**config.mk**
```make
export PLATFORM = sky130hd
export DESIGN_NAME = ex_forward_pipe
export DESIGN_NICKNAME = d
export VERILOG_FILES = /design/src/rtl/ex_forward_pipe.sv
export SDC_FILE = /design/constraint.sdc
export NUM_CORES = 1
export LEC_CHECK = 0
export ABC_AREA = 1
export CELL_PAD_IN_SITES_DETAIL_PLACEMENT = 0
export CELL_PAD_IN_SITES_GLOBAL_PLACEMENT = 1
export CORE_ASPECT_RATIO = 2
export CORE_MARGIN = 10
export CORE_UTILIZATION = 30
export CTS_BUF_LIST = sky130_fd_sc_hd__clkbuf_8 sky130_fd_sc_hd__clkbuf_16
export CTS_CLUSTER_DIAMETER = 120
export CTS_CLUSTER_SIZE = 30
export DETAILED_ROUTE_END_ITERATION = 10
export HOLD_SLACK_MARGIN = 0.06
export PLACE_DENSITY_LB_ADDON = 0.1
export SYNTH_ARGS = -nofsm -noshare
export SYNTH_HDL_FRONTEND = slang
export SYNTH_SLANG_ARGS = --single-unit
```
**constraint.sdc**
```tcl
create_clock -name clk -period 1.5 [get_ports clk]
set_input_delay 0.3 -clock clk [delete_from_list [all_inputs] [get_ports clk]]
set_output_delay 0.3 -clock clk [all_outputs]
set_load 0.01 [all_outputs]
```
**src/rtl/ex_forward_pipe.sv**
```systemverilog
// ---------------------------------------------------------------------------
// ex_forward_pipe
//
// Holds the ID/EX, EX/MEM and MEM/WB pipeline registers of a 5-stage core
// and acts on the hazard-control outputs. A load-use stall turns the next
// ID/EX load into a bubble and freezes the front end. The four forwarding
// flags select the EX operands from the older in-flight results.
//
// Ports
//   clk, rst              clock; synchronous active-low reset
//   id_*                  decoded ID-stage instruction and register-file reads
//   stall                 load-use hazard: insert a bubble into ID/EX
//   fwd_ex_ex1/2          take EX operand 1/2 from the EX/MEM ALU result
//   fwd_mem_ex1/2         take EX operand 1/2 from the MEM/WB write-back data
//   alu_result            ALU output for the instruction in EX
//   mem_rdata             data-memory read data for the instruction in MEM
//   id_hold               freeze PC and IF/ID (equals stall)
//   ex_op1, ex_op2        forwarded ALU operands
//   ex_valid              EX holds a real instruction
//   mem_addr              EX/MEM ALU result, used as the memory address
//   wb_we, wb_rd, wb_data register-file write port
//   stall_cnt, fwd_cnt    saturating bubble / forward event counters
// ---------------------------------------------------------------------------
module ex_forward_pipe #(
    parameter int XLEN  = 32,
    parameter int CNT_W = 16
) (
    input  logic             clk,
    input  logic             rst,
    input  logic             id_valid,
    input  logic [XLEN-1:0]  id_rs1_data,
    input  logic [XLEN-1:0]  id_rs2_data,
    input  logic [4:0]       id_rd,
    input  logic             id_regwrite,
    input  logic             id_is_load,
    input  logic             stall,
    input  logic             fwd_ex_ex1,
    input  logic             fwd_ex_ex2,
    input  logic             fwd_mem_ex1,
    input  logic             fwd_mem_ex2,
    input  logic [XLEN-1:0]  alu_result,
    input  logic [XLEN-1:0]  mem_rdata,
    output logic             id_hold,
    output logic [XLEN-1:0]  ex_op1,
    output logic [XLEN-1:0]  ex_op2,
    output logic             ex_valid,
    output logic [XLEN-1:0]  mem_addr,
    output logic             wb_we,
    output logic [4:0]       wb_rd,
    output logic [XLEN-1:0]  wb_data,
    output logic [CNT_W-1:0] stall_cnt,
    output logic [CNT_W-1:0] fwd_cnt
);

    localparam logic [CNT_W-1:0] CNT_MAX = '1;

    typedef struct packed {
        logic            valid;
        logic            regwrite;
        logic            is_load;
        logic [4:0]      rd;
        logic [XLEN-1:0] rs1;
        logic [XLEN-1:0] rs2;
    } idex_t;

    typedef struct packed {
        logic            valid;
        logic            regwrite;
        logic            is_load;
        logic [4:0]      rd;
        logic [XLEN-1:0] alu;
    } exmem_t;

    typedef struct packed {
        logic            valid;
        logic            regwrite;
        logic [4:0]      rd;
        logic [XLEN-1:0] data;
    } memwb_t;

    idex_t            idex_q,  idex_d;
    exmem_t           exmem_q, exmem_d;
    memwb_t           memwb_q, memwb_d;
    logic [CNT_W-1:0] stall_cnt_q, stall_cnt_d;
    logic [CNT_W-1:0] fwd_cnt_q,   fwd_cnt_d;
    logic             fwd_any;

    assign fwd_any = fwd_ex_ex1 | fwd_ex_ex2 | fwd_mem_ex1 | fwd_mem_ex2;

    // Next-state for all three pipeline registers and both counters.
    always_comb begin
        // NOTE: every field gets a default before any branch, so no latch is inferred.
        idex_d      = '0;   // default is the bubble
        exmem_d     = '0;
        memwb_d     = '0;
        stall_cnt_d = stall_cnt_q;
        fwd_cnt_d   = fwd_cnt_q;

        if (!stall) begin
            idex_d.valid    = id_valid;
            idex_d.regwrite = id_regwrite;
            idex_d.is_load  = id_is_load;
            idex_d.rd       = id_rd;
            idex_d.rs1      = id_rs1_data;
            idex_d.rs2      = id_rs2_data;
        end

        exmem_d.valid    = idex_q.valid;
        exmem_d.regwrite = idex_q.regwrite;
        exmem_d.is_load  = idex_q.is_load;
        exmem_d.rd       = idex_q.rd;
        exmem_d.alu      = alu_result;

        memwb_d.valid    = exmem_q.valid;
        memwb_d.regwrite = exmem_q.regwrite;
        memwb_d.rd       = exmem_q.rd;
        memwb_d.data     = exmem_q.is_load ? mem_rdata : exmem_q.alu;

        // Counters hold at all-ones instead of wrapping.
        if (stall && (stall_cnt_q != CNT_MAX)) begin
            stall_cnt_d = stall_cnt_q + CNT_W'(1);
        end
        if (fwd_any && (fwd_cnt_q != CNT_MAX)) begin
            fwd_cnt_d = fwd_cnt_q + CNT_W'(1);
        end
    end

    // Reset wins over stall and every forwarding flag.
    always_ff @(posedge clk) begin
        if (!rst) begin
            // NOTE: sequential state uses non-blocking assignments only.
            idex_q      <= '0;
            exmem_q     <= '0;
            memwb_q     <= '0;
            stall_cnt_q <= '0;
            fwd_cnt_q   <= '0;
        end else begin
            idex_q      <= idex_d;
            exmem_q     <= exmem_d;
            memwb_q     <= memwb_d;
            stall_cnt_q <= stall_cnt_d;
            fwd_cnt_q   <= fwd_cnt_d;
        end
    end

    // Operand muxes: the EX/MEM result is the newer producer, so it wins
    // when both flags are set. Flags are honoured even for a bubble in EX.
    always_comb begin
        ex_op1 = idex_q.rs1;
        ex_op2 = idex_q.rs2;
        if (fwd_ex_ex1) begin
            ex_op1 = exmem_q.alu;
        end else if (fwd_mem_ex1) begin
            ex_op1 = memwb_q.data;
        end
        if (fwd_ex_ex2) begin
            ex_op2 = exmem_q.alu;
        end else if (fwd_mem_ex2) begin
            ex_op2 = memwb_q.data;
        end
    end

    assign id_hold   = stall;
    assign ex_valid  = idex_q.valid;
    assign mem_addr  = exmem_q.alu;
    // x0 is hard-wired zero, so a write to it is suppressed here.
    assign wb_we     = memwb_q.valid & memwb_q.regwrite & (memwb_q.rd != 5'd0);
    assign wb_rd     = memwb_q.rd;
    assign wb_data   = memwb_q.data;
    assign stall_cnt = stall_cnt_q;
    assign fwd_cnt   = fwd_cnt_q;

endmodule
```
Run 1, the metal 1 layer:
Bar = 50 um.
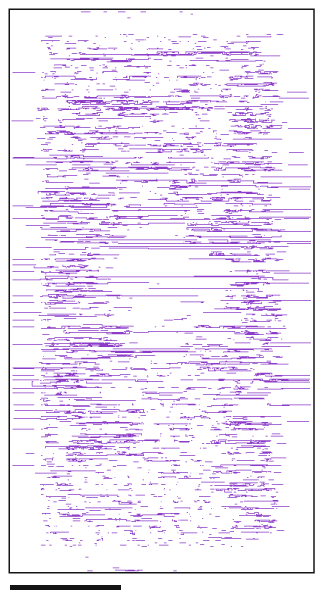
nets with wire on the layer: 1,476
wire length on this layer: 11,800 um
longest straight run: 72.2 um
main direction: horizontal
share of all routed wire: 35%

Run 1, M2 wires:
Bar = 50 um.
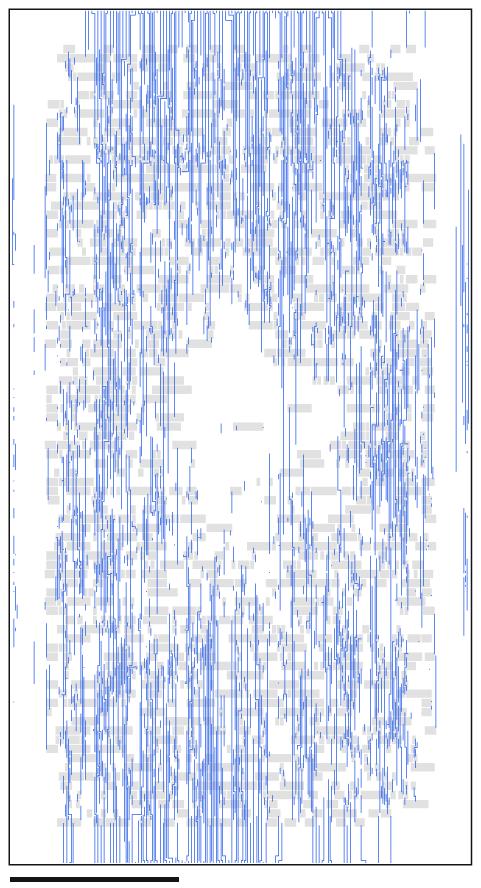
main direction: vertical
share of all routed wire: 56%
wire length on this layer: 19,200 um
longest straight run: 89.4 um
nets with wire on the layer: 1,284
met2 Usage GRT: 0.365
overall via count from detail_route: 8,225
routed wire length: 34.0 mm

Run 1, met3 routing:
Bar = 50 um.
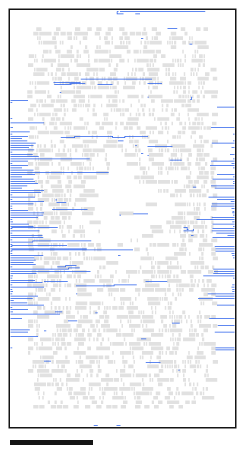
main direction: horizontal
longest straight run: 73.1 um
nets with wire on the layer: 178
wire length on this layer: 2,170 um
share of all routed wire: 6.4%
met3 routing resource usage after global routing: 0.0567

==> summary.txt <==
Flow results follow.

The flow ran to the end, but the final reports show violations. The final reports fail on setup timing. The number of non-clock buffers in the layout is 412. Per the final timing report, the hold violations number 0. In this run the worst hold path is classified as in -> reg. The final number of setup-violating endpoints is 5. The cell area reported after detailed placement is 11,700 um2. The report lists the power per cell area as roughly 900 nW/um2. For the worst-skew pair, the clock arrives at the later sink with an insertion delay of around 0.45 ns. The minimum setup slack in the final design is -0.0873 ns. The area of the core is approximately 27,000 um2. After layout, the design draws a total of 0.0117 W. Yosys mapped a number of flops with a built-in enable equal to 0. The post-route fraction of the period consumed by the critical path is 1.06. The via count of the first global-routing pass is between 8,000 and 9,000. The share of final layout cell area taken by non-clock buffers is 0.292. The I/O pin count is slightly above 300.

After layout, the inverter instance count without clock inverters stands at 147. The dominant combinational cell family by area after synthesis is simple AND/OR/NAND/NOR gates. Yosys stat counts 1,169 cells in the synthesized netlist. Per the detail_route report, vias per standard cell equal 4.46. The synthesis report gives the async set-or-reset register share as 0.
[run 1: where the power goes]
part | switching (W) | internal (W) | leakage (nW) | total (W)
combinational | 0.000944 | 0.000978 | 4.28 | 0.00192
sequential | 0.000144 | 0.00504 | 1.54 | 0.00519
clock | 0.00233 | 0.00226 | 0.290 | 0.00459
total | 0.00341 | 0.00828 | 6.11 | 0.0117
[run 1: metal layers]
metal,up-vias,part of all wire
met2,222,0.56
met1,3812,0.35
met4,0,0.025
met5,-,0
li1,4157,-
met3,34,0.064
[run 1: logic make-up after synthesis]
family                   count (synthesis)
flip-flops                             183
AND-OR/OR-AND                          191
buffers and inverters                  272
AND/OR/NAND/NOR                        520
XOR/XNOR                                 1
adder cells (fa/ha/maj)                  2
Power figures rest on the tool's default switching activity, not on a simulated workload.
